$ cat src/rtl/vga_frame_scheduler.sv
// vga_frame_scheduler
// Arbitrates the single-port tile memory between the VGA renderer (reads,
// active video) and the snake game logic (buffered writes, committed only
// in blanking). Also derives the game-step tick from frame starts and
// tracks the step handshake with the game logic, flagging overruns.
//
// Optional build macro: VGA_SCHED_STATS_EN adds the wr_count output, the
// number of writes committed during the previous frame (saturating at 255).
//
// Step FSM:
//   state    | meaning
//   S_IDLE   | no game step outstanding; waiting for a due tick
//   S_UPDATE | tick issued; waiting for update_done from the game logic

module vga_frame_scheduler #(
    parameter int ADDR_W      = 10,
    parameter int DATA_W      = 3,
    parameter int TICK_FRAMES = 8
) (
    input  logic              clock_25,
    input  logic              reset,
    input  logic              display_area,
    input  logic              frame_tik,
    input  logic [ADDR_W-1:0] rd_addr,
    input  logic              run,
    input  logic              wr_valid,
    input  logic [ADDR_W-1:0] wr_addr,
    input  logic [DATA_W-1:0] wr_data,
    output logic              wr_ready,
    input  logic              update_done,
    output logic [ADDR_W-1:0] mem_addr,
    output logic              mem_we,
    output logic [DATA_W-1:0] mem_wdata,
    output logic              game_tick,
    output logic              busy,
`ifdef VGA_SCHED_STATS_EN
    output logic [7:0]        wr_count,
`endif
    output logic              overrun
);

    // Frame counter terminal value: the wrap from here to 0 makes a tick due.
    localparam logic [7:0] TICK_LAST = 8'(TICK_FRAMES - 1);

    typedef enum logic {
        S_IDLE   = 1'b0,
        S_UPDATE = 1'b1
    } state_t;

    // Single-entry write buffer.
    logic              pend_full_q;
    logic              pend_full_d;
    logic [ADDR_W-1:0] pend_addr_q;
    logic [DATA_W-1:0] pend_data_q;
    logic              wr_accept;
    logic              commit;

    // Registered memory port.
    logic [ADDR_W-1:0] mem_addr_q;
    logic              mem_we_q;
    logic [DATA_W-1:0] mem_wdata_q;

    // Frame start detection and frames-per-step counter.
    logic              frame_tik_q;
    logic              frame_start;
    logic [7:0]        frame_cnt_q;
    logic [7:0]        frame_cnt_d;
    logic              tick_due;

    // Step FSM with registered outputs.
    state_t            state_q;
    logic              game_tick_q;
    logic              busy_q;
    logic              overrun_q;

    // wr_ready comes straight from the buffer flag, so the game side never
    // sees a combinational path from its own wr_valid.
    assign wr_ready    = ~pend_full_q;
    assign wr_accept   = wr_valid & ~pend_full_q;

    // The renderer always wins during active video; a pending write drains
    // on the first blanking cycle.
    assign commit      = ~display_area & pend_full_q;

    // An accept can only happen with the buffer empty, so it never races a
    // commit of the same entry.
    assign pend_full_d = wr_accept | (pend_full_q & ~commit);

    assign frame_start = frame_tik & ~frame_tik_q;

    assign mem_addr    = mem_addr_q;
    assign mem_we      = mem_we_q;
    assign mem_wdata   = mem_wdata_q;
    assign game_tick   = game_tick_q;
    assign busy        = busy_q;
    assign overrun     = overrun_q;

    // Write buffer capture and drain bookkeeping.
    always_ff @(posedge clock_25 or negedge reset) begin
        if (!reset) begin
            pend_full_q <= 1'b0;
            pend_addr_q <= '0;
            pend_data_q <= '0;
        end else begin
            pend_full_q <= pend_full_d;
            if (wr_accept) begin
                pend_addr_q <= wr_addr;
                pend_data_q <= wr_data;
            end
        end
    end

    // Registered port mux: renderer address unless a blanking commit is due.
    // mem_wdata is only loaded on a commit so it holds between writes.
    always_ff @(posedge clock_25 or negedge reset) begin
        if (!reset) begin
            mem_addr_q  <= '0;
            mem_we_q    <= 1'b0;
            mem_wdata_q <= '0;
        end else if (commit) begin
            mem_addr_q  <= pend_addr_q;
            mem_wdata_q <= pend_data_q;
            mem_we_q    <= 1'b1;
        end else begin
            mem_addr_q  <= rd_addr;
            mem_we_q    <= 1'b0;
        end
    end

    // Next frame count; the wrap from TICK_LAST flags a due tick.
    always_comb begin
        frame_cnt_d = frame_cnt_q;
        tick_due    = 1'b0;
        if (!run) begin
            frame_cnt_d = '0;
        end else if (frame_start) begin
            if (frame_cnt_q == TICK_LAST) begin
                frame_cnt_d = '0;
                tick_due    = 1'b1;
            end else begin
                frame_cnt_d = frame_cnt_q + 8'd1;
            end
        end
    end

    // frame_tik edge register and frame counter; the counter keeps advancing
    // during an outstanding step, which is what drops a late tick.
    always_ff @(posedge clock_25 or negedge reset) begin
        if (!reset) begin
            frame_tik_q <= 1'b0;
            frame_cnt_q <= '0;
        end else begin
            frame_tik_q <= frame_tik;
            frame_cnt_q <= frame_cnt_d;
        end
    end

    // Step FSM: issues game_tick, tracks busy, latches sticky overrun.
    // game_tick can only fire from S_IDLE and always moves to S_UPDATE, so it
    // is never high on two consecutive cycles.
    always_ff @(posedge clock_25 or negedge reset) begin
        if (!reset) begin
            state_q     <= S_IDLE;
            game_tick_q <= 1'b0;
            busy_q      <= 1'b0;
            overrun_q   <= 1'b0;
        end else begin
            game_tick_q <= 1'b0;
            case (state_q)
                S_IDLE: begin
                    if (tick_due) begin
                        game_tick_q <= 1'b1;
                        busy_q      <= 1'b1;
                        state_q     <= S_UPDATE;
                    end
                end
                S_UPDATE: begin
                    // A finish arriving in the same cycle as a frame start
                    // still counts as in time.
                    if (update_done) begin
                        busy_q  <= 1'b0;
                        state_q <= S_IDLE;
                    end else if (frame_start) begin
                        overrun_q <= 1'b1;
                    end
                end
                default: begin
                    state_q <= S_IDLE;
                end
            endcase
        end
    end

`ifdef VGA_SCHED_STATS_EN
    logic [7:0] wr_acc_q;
    logic [7:0] wr_count_q;

    assign wr_count = wr_count_q;

    // Per-frame commit counter; a commit landing on the frame start opens
    // the new window with a count of one.
    always_ff @(posedge clock_25 or negedge reset) begin
        if (!reset) begin
            wr_acc_q   <= '0;
            wr_count_q <= '0;
        end else if (frame_start) begin
            wr_count_q <= wr_acc_q;
            wr_acc_q   <= {7'd0, mem_we_q};
        end else if (mem_we_q && (wr_acc_q != 8'hFF)) begin
            wr_acc_q   <= wr_acc_q + 8'd1;
        end
    end
`endif

endmodule

$ cat config.mk
export PLATFORM = sky130hd
export DESIGN_NAME = vga_frame_scheduler
export DESIGN_NICKNAME = d
export VERILOG_FILES = /design/src/rtl/vga_frame_scheduler.sv
export SDC_FILE = /design/constraint.sdc
export NUM_CORES = 1
export LEC_CHECK = 0
export CAP_MARGIN = 15
export CORE_MARGIN = 5
export CORE_UTILIZATION = 50
export DETAILED_ROUTE_END_ITERATION = 7
export PLACE_DENSITY = 0.84
export SLEW_MARGIN = 20
export SYNTH_ARGS = -nofsm -noshare
export SYNTH_HDL_FRONTEND = slang
export SYNTH_SLANG_ARGS = --single-unit
$ cat constraint.sdc
create_clock -name clock_25 -period 4.6 [get_ports clock_25]
set_clock_uncertainty 0.2 [all_clocks]
set_input_delay 0.92 -clock clock_25 [delete_from_list [all_inputs] [get_ports clock_25]]
set_output_delay 0.92 -clock clock_25 [all_outputs]
set_load 0.03 [all_outputs]
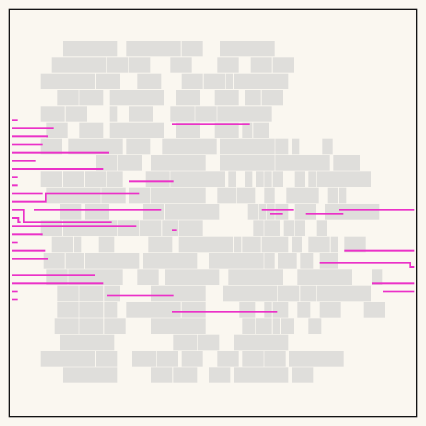
**Above:** run 1 (met3 routing).
Scale: 6 px per um. Cells faint in the background.
nets with wire on the layer: 31
longest straight run: 20.9 um

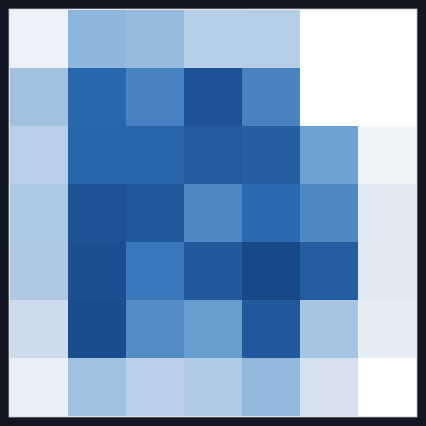
**Above:** run 1 (cell density map).
Scale: 6 px per um. 7 x 7 tiles, from white (low) to dark blue (high), 0 to 100% covered.
fullest tile: 90%
nearly empty tiles: 10%
mean over tiles: 47%

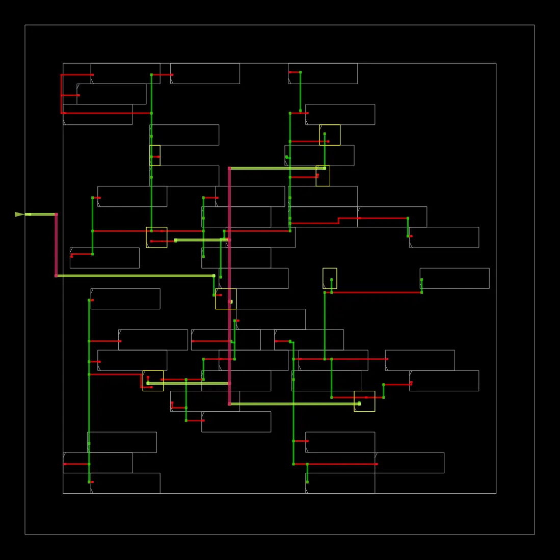
**Above:** run 1 (clock nets).
insertion delay of the later-clocked pin in the worst-skew pair: 0.34 ns
clock buffer count in the final layout: 6
number of sequential storage elements: 41
total number of clock tree sinks: 41

-- run 1: layer usage --
metal	share of wire, %	vias up	track usage [%]
li1	-	521	-
met1	39	546	16.27
met2	51	38	26.25
met3	9.4	7	8.319
met4	1.2	0	5.570
met5	0	-	0
-- run 1: flip-flops by register name (all words and copies together) (netlist names) --
register,cells
busy,1
pend_data_q,3
pend_full_q,1
game_tick,1
state_q,1
mem_addr,10
overrun,1
mem_wdata,3
frame_tik_q,1
mem_we,1
pend_addr_q,10
frame_cnt_q,8
-- run 1: cells in the final DEF (no fill, tap or decap), drive strengths merged --
| cell | n |
|---|---|
| a211oi | 2 |
| a21o | 2 |
| a21oi | 3 |
| a31oi | 2 |
| a32o | 1 |
| buf | 1 |
| clkbuf | 6 |
| clkdlybuf4s50 | 46 |
| clkinv | 2 |
| dfrtp | 41 |
| ha | 2 |
| inv | 5 |
| mux2 | 26 |
| nand2 | 3 |
| nand2b | 4 |
| nand3 | 5 |
| nand3b | 1 |
| nand4 | 1 |
| nor2 | 7 |
| nor2b | 2 |
| nor3 | 1 |
| nor4b | 1 |
| o21ai | 3 |
| o21bai | 1 |
| xnor2 | 5 |
-- run 1: worst paths after layout --
check,start,depth (start not counted),to
max,pend_full_q,2,wr_ready
min reg2reg,busy,1,busy
min,busy,1,busy
max in group asynchronous,reset,1,mem_we
min in group asynchronous,reset,1,frame_cnt_q[0]
max reg2reg,frame_cnt_q[0],5,frame_cnt_q[7]
-- run 1: cell usage after synthesis, drive strengths merged, types with 3 or more instances --
cell type / n
nor2: 7
inv: 5
o21ai: 3
nand2b: 4
nand3: 5
nand2: 3
dfrtp: 41
a21oi: 3
buf: 4
xnor2: 5
mux2: 26
-- run 1: per-stage QoR --
step / cell area [sq um] / std cells / total power [mW] / hold WS (ns)
floorplan: 1662 / 123 / 0.5610 / 0.2545
global placement: 2158 / 211 / 0.6541 / 0.2634
detailed placement: 2158 / 211 / 0.6630 / 0.2748
CTS: 2210 / 219 / 0.8337 / 0.3027
global route: 2212 / 219 / 0.8660 / 0.3112
finish: 2212 / 219 / 0.8228 / 0.2964
-- run 1: area by class of cell --
cell class | count | area [sq um]
Inverter | 5 | 18.77
Sequential cell | 41 | 1026
Clock buffer | 6 | 41.29
Timing Repair Buffer | 47 | 465.4
Multi-Input combinational cell | 72 | 593.1
Clock inverter | 2 | 10.01
Fill cell | 239 | 1072
Tap cell | 46 | 57.56
-- run 1: where the power goes --
part | switching, mW | total (mW) | internal (mW)
clock | 0.111 | 0.170 | 0.0583
sequential | 0.0254 | 0.438 | 0.413
combinational | 0.104 | 0.215 | 0.111
-- run 1: cells by family (layout without fill, tap and decap cells) --
| group | count (synthesis) | in the layout |
|---|---|---|
| DFF | 41 | 41 |
| adders and majority gates | 2 | 2 |
| muxes | 26 | 26 |
| and+or+nand+nor | 25 | 25 |
| AOI/OAI and AO/OA | 14 | 14 |
| buffers and inverters | 10 | 60 |
| xor gates and xnor gates | 5 | 5 |
-- run 1: critical path, stage by stage (launching register included) --
cell                              delay [ns]
sky130_fd_sc_hd__dfrtp_1                0.44
sky130_fd_sc_hd__inv_1                  0.07
sky130_fd_sc_hd__clkdlybuf4s50_1        0.66
==> run_results.csv, run 1 <==
group,metric,value,unit
run_status,status,"complete, no violations",
timing,finalSetupTns,0,ns
die,core_utilization_at_floorplan,50.59,%
logic_synthesis,synth_xor_xnor_area_share,2.636,%
cts,htree_num_levels,2,
logic_synthesis,yosys_most_used_dff,"sky130_fd_sc_hd__dfrtp_1",
worst_hold_path,worstHoldPathType,"flop to flop",
placement,count_of_input_and_output_buffers,47,
cts,clk_root_buffer_cell,"sky130_fd_sc_hd__clkbuf_4",
job,drv.max_cap_violation_count,0,
cts,post_cts_clock_slew_at_the_launch_and_capture_registers_of_the_worst_setup_and_hold_paths,0.12,ns
placement,dp_hpwl,2396,um
timing,rsz_0062_raised_after_global_routing,"no",
logic_synthesis,mappedNetlistNets,155,
power_and_ir_drop,leakagePower,0.9324,nW
cts,cts_buffer_depth,2,
logic_synthesis,number_of_enable_type_register_cells_in_the_synthesized_netlist,0,
cts,cts_resized,0,
critical_path,critPathKind,"flop to primary output",
drt,drcViolationCount,0,
timing,final_critical_path_share_of_the_clock_period,57.12,%
placement,detailedPlace.worstSlack,1.528,ns
finish,finish.net_count,204,
die,die_width,67.65,um
logic_synthesis,and_or_or_and_cells_area_fraction,5.422,%
logic_synthesis,synthSimpleGateAreaFrac,8.358,%
logic_synthesis,postSynthAreaPerCell,13.51,sq um
critical_path,cp_max_fo,4,
drt,routed_wire_length_per_instance,14.55,um
logic_synthesis,ys.warnings.count,0,
critical_path,startpoint_type,"flop",
logic_synthesis,asyncSetResetFlopFracSynth,100.0,%
drt,routed-via-count,1112,
critical_path,crit_path_end_kind,"primary output",
global_routing,number_of_antenna_violations_at_the_first_check_in_global_routing,0,
logic_synthesis,cell_types_occupying_the_most_area_after_synthesis,"sky130_fd_sc_hd__dfrtp_1, sky130_fd_sc_hd__mux2_2, sky130_fd_sc_hd__xnor2_1, sky130_fd_sc_hd__nor2_1, sky130_fd_sc_hd__ha_1",
logic_synthesis,synth.largest_area_cell,"sky130_fd_sc_hd__dfrtp_1",
die,core-area,0.003284,sq mm
cts,hold_bufs_inserted_after_cts,0,
logic_synthesis,synthMuxAreaShare,17.62,%
timing,finalWorstPathRequiredPeriod,2.627,ns
logic_synthesis,yosysCellCount,123,
die,overall_die_area,0.004576,sq mm
timing,final_critical_path_setup_slack,1.973,ns
logic_synthesis,ys.flops,41,
logic_synthesis,post_synthesis_cell_area,0.001662,sq mm
timing,slew_viols_final,0,
power_and_ir_drop,power_density,372.0,mW/mm^2
critical_path,critical_path_required,3.48,ns
global_routing,grt_pass1_vias,1200,
placement,place_congestion,0.8565,
cts,tritoncts,"yes",
logic_synthesis,yosys_area,0.001662,sq mm
timing,worst_slew_pin_slew,0.8741,ns
global_routing,globalRouteOverflowTotal,0,
critical_path,setup.reg_to_reg.worst_slack,2.78,ns
die,rows,21,
drt,postRouteWirelength,3186,um
finish,layout-area-overhead-vs-synth,33.13,%
drt,antenna_left,0,
global_routing,gr-usage-all-layers,15.53,%
logic_synthesis,synthesis.instances,123,
die,i_o_pin_cnt,48,
cts,cts_buffers,5,
finish,final_util,67.35,%
drt,firstDrtPassIters,4,
timing,fmaxAchievable,380.6,MHz
timing,timing.final.setup_violations,0,
logic_synthesis,ys_seq_share,61.75,%
global_routing,largest_net_degree_at_the_start_of_global_routing,42,
global_routing,first_pass_grt_wire_length,5181,um
cts,post_cts_buffers,0,
power_and_ir_drop,ir_worst_vdd,0.2348,mV
critical_path,worstPathArrival,1.51,ns
logic_synthesis,yosysTopAreaCellShare,61.75,%
logic_synthesis,netlist_logic_family_top,"multiplexers",
die,chipHeight,67.65,um
finish,drive_above_1_share,21.39,%
logic_synthesis,synth.distinct_cells,25,
finish,antenna_cells,0,
timing,maxSlewHeadroom,41.73,%
logic_synthesis,fa_ha_area_share,1.506,%
drt,dr.first_iter.drc_count,69,
timing,timing_hold_violations_final,0,
job,tool_warnings,27,
drt,vias_per_cell,5.078,
**Run 1: the metal 1 layer**

Scale: 4 px per um. Supply wires on this layer in grey.
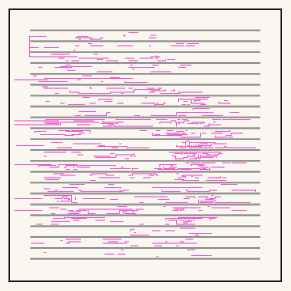

==> run 2: changes to the inputs <==
- CORE_UTILIZATION: 50 -> 42
- PLACE_DENSITY: 0.84 -> 0.75
- clock period: 4.6 -> 2.4 ns (I/O delays scaled with it)
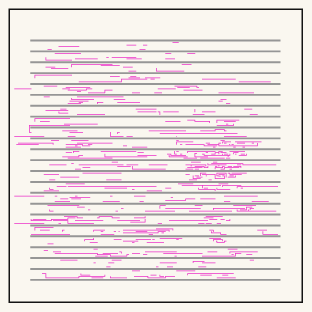
**Above:** run 2 (the metal 1 layer).
Scale: 4 px per um. Supply wires on this layer in grey.
main direction: horizontal
longest straight run: 22.1 um
nets with wire on the layer: 178
share of all routed wire: 40%
wire length on this layer: 1320 um

==> run 2 against run 1 <==
Against the previous run:
- worst setup slack worse by 1.7 ns
- worst hold slack worse by 0.25 ns
- sequential power up 92%
- total power up 100%
- combinational power up 93%
- non-clock buffer count up 4
- sequential share of layout area down 1.3 points
- critical path type unchanged
- critical endpoint unchanged
==> run_results.csv, run 2 <==
group,metric,value,unit
finish,mostFrequentLayoutCell,"sky130_fd_sc_hd__clkdlybuf4s50_1",
cts,clkLatencyLatePin,0.29,ns
power_and_ir_drop,power_density,739.9,mW/mm^2
finish,layout-area-overhead-vs-synth,36.82,%
timing,final_critical_path_share_of_the_clock_period,87.10,%
drt,drcViolationCount,0,
critical_path,critPathKind,"flop to primary output",
finish,layout.cells.most_common_list,"sky130_fd_sc_hd__clkdlybuf4s50_1, sky130_fd_sc_hd__dfrtp_1, sky130_fd_sc_hd__mux2_2",
critical_path,setup.reg_to_reg.worst_slack,0.61,ns
drt,routed_wire_length_per_instance,14.47,um
logic_synthesis,top_cells_by_count,"sky130_fd_sc_hd__dfrtp_1, sky130_fd_sc_hd__mux2_2, sky130_fd_sc_hd__nor2_1",
logic_synthesis,number_of_enable_type_register_cells_in_the_synthesized_netlist,0,
logic_synthesis,synth.distinct_cells,25,
logic_synthesis,yosys_area,0.001662,sq mm
critical_path,critical_path_required,1.72,ns
logic_synthesis,yosysCellCount,123,
cts,hold_bufs_inserted_after_cts,0,
timing,maxSlewHeadroom,65.91,%
logic_synthesis,ys_seq_share,61.75,%
critical_path,r2r_end,"frame_cnt_q[7]",
die,core-area,0.003744,sq mm
timing,timing_hold_violations_final,0,
timing,slew_viols_final,0,
finish,final_cell_count_no_fill,225,
job,drv.max_cap_violation_count,0,
placement,numPlacedInstances,217,
worst_hold_path,worstHoldPathType,"input pin to async pin",
timing,fmaxAchievable,478.4,MHz
placement,count_of_input_and_output_buffers,47,
logic_synthesis,post_synthesis_cell_area,0.001662,sq mm
critical_path,rr_startpoint,"frame_cnt_q[0]",
finish,layout.filler_cells,312,
die,i_o_pin_cnt,48,
run_status,status,"complete, no violations",
logic_synthesis,mappedNetlistNets,155,
drt,firstDrtPassIters,4,
finish,final_cell_area,0.002273,sq mm
power_and_ir_drop,total_switching_power,0.4701,mW
power_and_ir_drop,power.share.sequential,50.1,%
timing,finalWorstPathRequiredPeriod,2.090,ns
power_and_ir_drop,net_switching_fraction_of_the_power,27.95,%
global_routing,largest_net_degree_at_the_start_of_global_routing,42,
die,die_width,72.90,um
placement,dp_hpwl,2409,um
logic_synthesis,synthesis.instances,123,
cts,clk_root_buffer_cell,"sky130_fd_sc_hd__clkbuf_8",
job,tool_warnings,27,
logic_synthesis,synth_top_cell_by_count,"sky130_fd_sc_hd__dfrtp_1",
power_and_ir_drop,combinationalPowerShare,24.6,%
global_routing,first_pass_grt_wire_length,5533,um
cts,cts_resized,0,
power_and_ir_drop,leakagePower,0.9635,nW
drt,dr.first_iter.drc_count,68,
logic_synthesis,yosysTopAreaCellShare,61.75,%
logic_synthesis,asyncSetResetFlopFracSynth,100.0,%
cts,numClockSinks,41,
global_routing,grt_pass1_vias,1211,
cts,cts_buffer_depth,2,
critical_path,worst-r2r-cell-count,5,
timing,finalSetupTns,0,ns
logic_synthesis,ys.warnings.count,0,
cts,tritoncts,"yes",
critical_path,worstPathArrival,1.41,ns
logic_synthesis,postSynthAreaPerCell,13.51,sq um
timing,rsz_0062_raised_after_global_routing,"no",
global_routing,globalRouteOverflowTotal,0,
die,core_utilization_at_floorplan,44.39,%
cts,post_cts_clock_slew_at_the_launch_and_capture_registers_of_the_worst_setup_and_hold_paths,0.07,ns
placement,placed_instance_area,0.002191,sq mm
power_and_ir_drop,share_clk_of_total_power,25.3,%
timing,worst_slew_pin_slew,0.5113,ns
logic_synthesis,synth.largest_area_cell,"sky130_fd_sc_hd__dfrtp_1",
cts,cts_buffers,5,
power_and_ir_drop,ir_worst_vdd,0.5061,mV
finish,drive_above_1_share,22.60,%
global_routing,gr-usage-all-layers,13.70,%
cts,htree_num_levels,2,
finish,antenna_cells,0,
drt,vias_per_cell,4.942,
logic_synthesis,cell_types_occupying_the_most_area_after_synthesis,"sky130_fd_sc_hd__dfrtp_1, sky130_fd_sc_hd__mux2_2, sky130_fd_sc_hd__xnor2_1, sky130_fd_sc_hd__nor2_1, sky130_fd_sc_hd__ha_1",
cts,post_cts_buffers,0,
finish,finish.net_count,208,
die,rows,22,
critical_path,cp_max_fo,4,
drt,postRouteWirelength,3256,um
placement,place_congestion,0.7090,
power_and_ir_drop,intPower,1.212,mW
global_routing,number_of_antenna_violations_at_the_first_check_in_global_routing,0,
die,overall_die_area,0.005314,sq mm
die,chipHeight,72.90,um
critical_path,crit_path_end_kind,"primary output",
logic_synthesis,ys.flops,41,
timing,timing.final.setup_violations,0,
drt,routed-via-count,1112,
critical_path,startpoint_type,"flop",
drt,antenna_left,0,
logic_synthesis,yosys_most_used_dff,"sky130_fd_sc_hd__dfrtp_1",
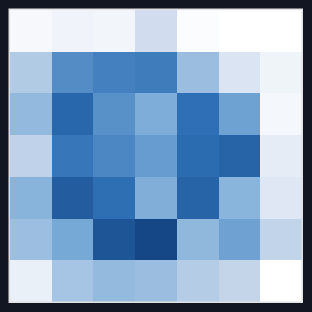
**Above:** run 2 (cell density map).
Scale: 4 px per um. 7 x 7 tiles, from white (low) to dark blue (high), 0 to 100% covered.
nearly empty tiles: 8.2%
mean over tiles: 42%
densest ninth of the die: centre
tiles over 75% full: 14%
fullest tile: 91%

-- run 2: cell count changes in the layout (fill, tap and decap cells not counted) --
cell,change
sky130_fd_sc_hd__clkbuf_4,-5
sky130_fd_sc_hd__buf_4,+4
sky130_fd_sc_hd__clkbuf_8,+5
sky130_fd_sc_hd__nor2b_1,+1
sky130_fd_sc_hd__nor2b_2,-1
-- run 2: worst max-delay path: stages, from the launching register on --
cell,delay (ns)
sky130_fd_sc_hd__dfrtp_1,0.40
sky130_fd_sc_hd__inv_1,0.06
sky130_fd_sc_hd__clkdlybuf4s50_1,0.66
-- run 2: layout make-up --
type                    instances  area, sq um  area share (%)
multi-input cells              72        590.6           25.98
clock inverters                 2        10.01          0.4403
inverters                       5        18.77          0.8255
well taps                      48        60.06           2.642
repair buffers                 51        495.5           21.79
flip-flops and latches         41         1026           45.13
clock buffers                   6        72.57           3.192
-- run 2: routing by layer --
metal / wire, um / vias to the layer above / global-route usage, %
li1: - / 524 / -
met1: 1316 / 545 / 15.45
met2: 1601 / 39 / 23.05
met3: 309 / 4 / 6.612
met4: 29 / 0 / 3.893
met5: 0 / - / 0
-- run 2: metrics by stage --
step                      worst slack (ns)  hold slack [ns]  util (%)  power (mW)
after floorplan                     0.7755         -0.01559         -       1.075
after global placement              0.3523           0.2628     58.52       1.260
after detailed placement            0.2985           0.2841     58.52       1.277
after CTS                           0.2913          0.06292     60.73       1.709
after global routing                0.2636          0.09612     60.73       1.771
final                               0.3096          0.04614     60.73       1.682
-- run 2: power by group through the flow --
stage	sequential, mW	combinational, mW	clock (mW)
after detailed placement	0.856	0.422	0
after global placement	0.849	0.411	0
after floorplan	0.941	0.134	0
after global routing	0.856	0.442	0.473
final	0.843	0.414	0.425
after CTS	0.844	0.422	0.443
-- run 2: cells by family (layout without fill, tap and decap cells) --
kind of cell | Yosys count | after routing | synth area share, %
AND-OR/OR-AND | 14 | 14 | 5.421
adder cells (fa/ha/maj) | 2 | 2 | 1.506
multiplexers | 26 | 26 | 17.62
flip-flops | 41 | 41 | 61.75
XOR/XNOR | 5 | 5 | 2.635
buffers and inverters | 10 | 64 | 2.711
AND/OR/NAND/NOR | 25 | 25 | 8.358
-- run 2: worst max path at each step --
stage                      startpoint              to  slack (ns)  depth (start not counted)
after detailed placement    frame_tik  frame_cnt_q[5]        0.30                          5
after global routing      pend_full_q        wr_ready        0.26                          2
after CTS                 pend_full_q        wr_ready        0.29                          2
final                     pend_full_q        wr_ready        0.31                          2
after floorplan              wr_valid  pend_addr_q[2]        0.78                          4
after global placement      frame_tik  frame_cnt_q[5]        0.35                          5
**Run 2: met3 routing**

Scale: 6 px per um. Cells faint in the background.
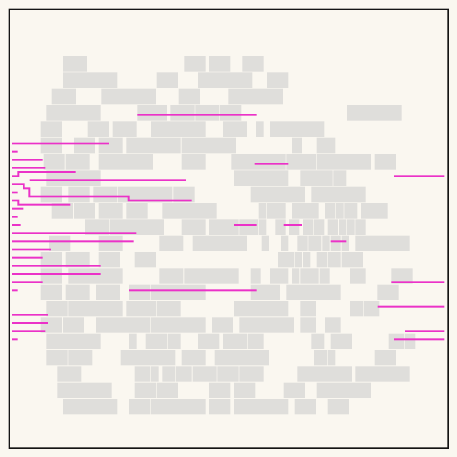

==> run 3: changes to the inputs <==
- CORE_UTILIZATION: 42 -> 50
- PLACE_DENSITY: 0.75 -> 0.84
- clock period: 2.4 -> 2.5 ns (I/O delays scaled with it)
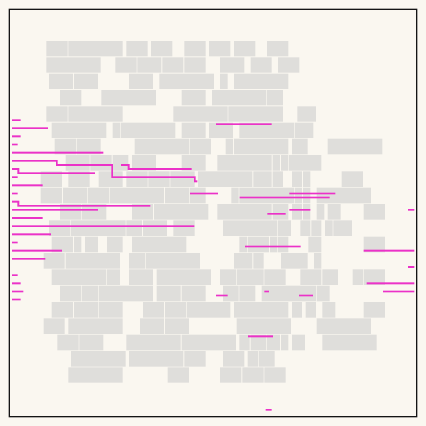
**Above:** run 3 (met3 routing).
Scale: 6 px per um. Cells faint in the background.
wire length on this layer: 268 um
main direction: horizontal
nets with wire on the layer: 34
longest straight run: 30.1 um
total wirelength of the detailed-routed design: 3324 um
met3 global-route usage: 6.822%
routed via count: 1152

==> run 3 against run 2 <==
Against the previous run:
- area after synthesis is the same
- sequential share of layout area grew 0.20 points
- non-clock buffer count up 1
- first-iteration DRC count decreased by 18%
- routed wire length up 2.1%
- die size is 14% lower
- total power decreased by 9.7%
==> run_results.csv, run 3 <==
group,metric,value,unit
critical_path,critical_path_required,1.80,ns
power_and_ir_drop,intPower,1.086,mW
logic_synthesis,asyncSetResetFlopFracSynth,100.0,%
logic_synthesis,synthesis.instances,123,
global_routing,gr-usage-all-layers,16.74,%
logic_synthesis,synth.distinct_cells,25,
logic_synthesis,ys.warnings.count,0,
logic_synthesis,yosys_area,0.001662,sq mm
worst_hold_path,hold-path-cell-count,1,
drt,dr.first_iter.drc_count,56,
die,i_o_pin_cnt,48,
cts,clkLatencyLatePin,0.34,ns
timing,finalSetupTns,0,ns
run_status,status,"complete, no violations",
critical_path,worst_path_max_delay_cell,"sky130_fd_sc_hd__clkdlybuf4s50_1",
finish,layout-area-overhead-vs-synth,36.22,%
cts,htree_num_levels,2,
drt,drcViolationCount,0,
timing,timing_hold_violations_final,0,
timing,finalWorstPathRequiredPeriod,2.178,ns
cts,post_cts_buffers,0,
die,chipHeight,67.65,um
global_routing,number_of_antenna_violations_at_the_first_check_in_global_routing,0,
worst_hold_path,worstHoldPathType,"flop to flop",
timing,rsz_0062_raised_after_global_routing,"no",
timing,maxSlewHeadroom,74.59,%
placement,dp_hpwl,2508,um
drt,vias_per_cell,5.143,
critical_path,startpoint_type,"flop",
critical_path,cp_max_fo,4,
global_routing,largest_net_degree_at_the_start_of_global_routing,30,
cts,post_cts_clock_slew_at_the_launch_and_capture_registers_of_the_worst_setup_and_hold_paths,0.11,ns
cts,numClockSinks,41,
critical_path,worst_path_largest_cell_delay,0.66,ns
cts,tritoncts,"yes",
critical_path,worstPathArrival,1.48,ns
finish,layout.filler_cells,236,
logic_synthesis,yosysTopAreaCellShare,61.75,%
placement,detailedPlace.worstSlack,0.2209,ns
power_and_ir_drop,net_switching_fraction_of_the_power,28.52,%
finish,finish.net_count,209,
timing,worst_slew_pin_slew,0.3812,ns
cts,clk_root_buffer_cell,"sky130_fd_sc_hd__clkbuf_4",
power_and_ir_drop,share_clk_of_total_power,20.2,%
timing,timing.final.setup_violations,0,
logic_synthesis,ys_seq_share,61.75,%
critical_path,crit_path_end_kind,"primary output",
finish,layout.cells.most_common_list,"sky130_fd_sc_hd__clkdlybuf4s50_1, sky130_fd_sc_hd__dfrtp_1, sky130_fd_sc_hd__mux2_2",
drt,firstDrtPassIters,4,
finish,drive_above_1_share,21.91,%
timing,final_critical_path_share_of_the_clock_period,87.11,%
logic_synthesis,mappedNetlistNets,155,
logic_synthesis,synth.largest_area_cell,"sky130_fd_sc_hd__dfrtp_1",
placement,count_of_input_and_output_buffers,47,
timing,final_critical_path_setup_slack,0.3222,ns
logic_synthesis,synth_top_cell_by_count,"sky130_fd_sc_hd__dfrtp_1",
die,overall_die_area,0.004576,sq mm
job,tool_warnings,27,
die,core_utilization_at_floorplan,50.59,%
finish,final_util,68.91,%
drt,antenna_left,0,
placement,numPlacedInstances,215,
global_routing,first_pass_grt_wire_length,5526,um
logic_synthesis,post_synthesis_cell_area,0.001662,sq mm
critical_path,critPathKind,"flop to primary output",
power_and_ir_drop,combinationalPowerShare,26.7,%
die,rows,21,
global_routing,grt_pass1_vias,1274,
power_and_ir_drop,total_switching_power,0.4334,mW
power_and_ir_drop,leakagePower,0.9542,nW
critical_path,worst-r2r-cell-count,5,
placement,place_congestion,0.8396,
power_and_ir_drop,power_density,671.4,mW/mm^2
logic_synthesis,yosys_most_used_dff,"sky130_fd_sc_hd__dfrtp_1",
die,core-area,0.003284,sq mm
logic_synthesis,number_of_enable_type_register_cells_in_the_synthesized_netlist,0,
die,die_width,67.65,um
finish,mostFrequentLayoutCell,"sky130_fd_sc_hd__clkdlybuf4s50_1",
drt,routed_wire_length_per_instance,14.84,um
logic_synthesis,ys.flops,41,
job,drv.max_cap_violation_count,0,
finish,antenna_cells,0,
finish,final_cell_count_no_fill,224,
power_and_ir_drop,power.share.sequential,53.1,%
logic_synthesis,cell_types_occupying_the_most_area_after_synthesis,"sky130_fd_sc_hd__dfrtp_1, sky130_fd_sc_hd__mux2_2, sky130_fd_sc_hd__xnor2_1, sky130_fd_sc_hd__nor2_1, sky130_fd_sc_hd__ha_1",
power_and_ir_drop,ir_worst_vdd,0.4267,mV
global_routing,globalRouteOverflowTotal,0,
critical_path,critical_path.cell_chain,"inv_1 -> clkdlybuf4s50_1",
logic_synthesis,postSynthAreaPerCell,13.51,sq um
logic_synthesis,top_cells_by_count,"sky130_fd_sc_hd__dfrtp_1, sky130_fd_sc_hd__mux2_2, sky130_fd_sc_hd__nor2_1",
logic_synthesis,yosysCellCount,123,
timing,fmaxAchievable,459.2,MHz
timing,slew_viols_final,0,
cts,cts_buffer_depth,2,
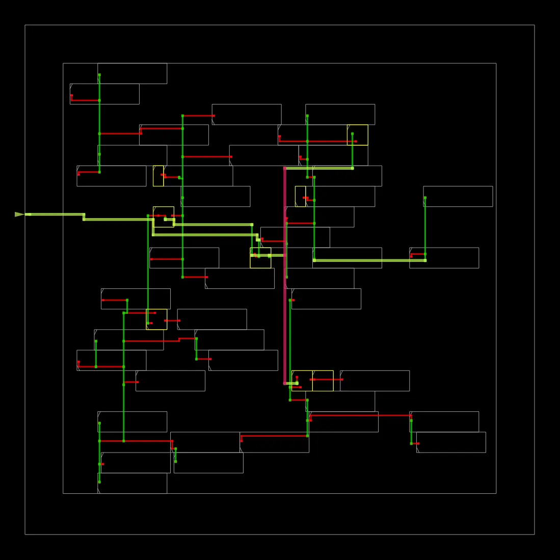
**Above:** run 3 (clock nets).
CTS buffer count: 5
power attributed to the clock group: 0.307 mW
clock buffer count in the final layout: 7

run 3: routing by layer:
metal | global-route usage (%) | share of wire, % | up-vias | wire length (um)
met4 | 8.608 | 2.3 | 0 | 76
met2 | 29.04 | 51 | 47 | 1689
met5 | 0 | 0 | - | 0
li1 | - | - | 531 | -
met3 | 6.822 | 8.1 | 9 | 268
met1 | 17.17 | 39 | 565 | 1289
run 3: stage by stage:
step	hold slack [ns]	total power, mW	instance area, sq um
3_3_place_gp	0.1867	1.216	2201
4_1_cts	0.2999	1.543	2263
3_5_place_dp	0.1975	1.229	2201
5_1_grt	0.3319	1.601	2263
2_1_floorplan	0.004409	1.032	1662
6_report	0.3039	1.520	2263
run 3: path summary, 6_finish.rpt:
| kind | startpoint | endpoint | slack, ns |
|---|---|---|---|
| setup / recovery | pend_full_q | wr_ready | 0.32 |
| hold / removal | overrun | overrun | 0.30 |
| setup reg to reg | frame_cnt_q[0] | frame_cnt_q[3] | 0.63 |
| hold reg to reg | overrun | overrun | 0.30 |
| max in group asynchronous | reset | frame_tik_q | 1.10 |
| min in group asynchronous | reset | pend_addr_q[0] | 0.36 |
run 3: cells by family (layout without fill, tap and decap cells):
group,Yosys count,after routing,synth area share (%)
flip-flops,41,41,61.75
multiplexers,26,26,17.62
AND/OR/NAND/NOR,25,25,8.358
AND-OR/OR-AND,14,14,5.421
buffers and inverters,10,65,2.711
XOR/XNOR,5,5,2.635
adder cells (fa/ha/maj),2,2,1.506
run 3: power by group through the flow:
| stage | Clock [mW] | Sequential, mW | Combinational [mW] |
|---|---|---|---|
| finish | 0.307 | 0.807 | 0.405 |
| global route | 0.347 | 0.821 | 0.433 |
| CTS | 0.322 | 0.808 | 0.413 |
| detailed placement | 0 | 0.820 | 0.409 |
| global placement | 0 | 0.816 | 0.400 |
| floorplan | 0 | 0.904 | 0.128 |
run 3: worst max-delay path: cells and delay by family, from the launching register on:
| kind | cells | cell delay [ns] |
|---|---|---|
| flops | 1 | 0.42 |
| buf+inv | 2 | 0.72 |
run 3: cell type report:
class	count	area [sq um]	area share (%)
clock buffer	7	45.04	1.990
timing repair buffer	52	518.0	22.89
multi-input combinational	72	590.6	26.09
inverter	5	18.77	0.8292
tap	46	57.56	2.543
clock inverter	1	7.507	0.3317
sequential	41	1026	45.33
run 3: timing repair:
action                    4_1_cts  5_1_grt
resized                         0        0
hold buffers                    1        0
hold endpoints to repair       12        0
No activity file was given, so power comes from the tool's default toggle rates.
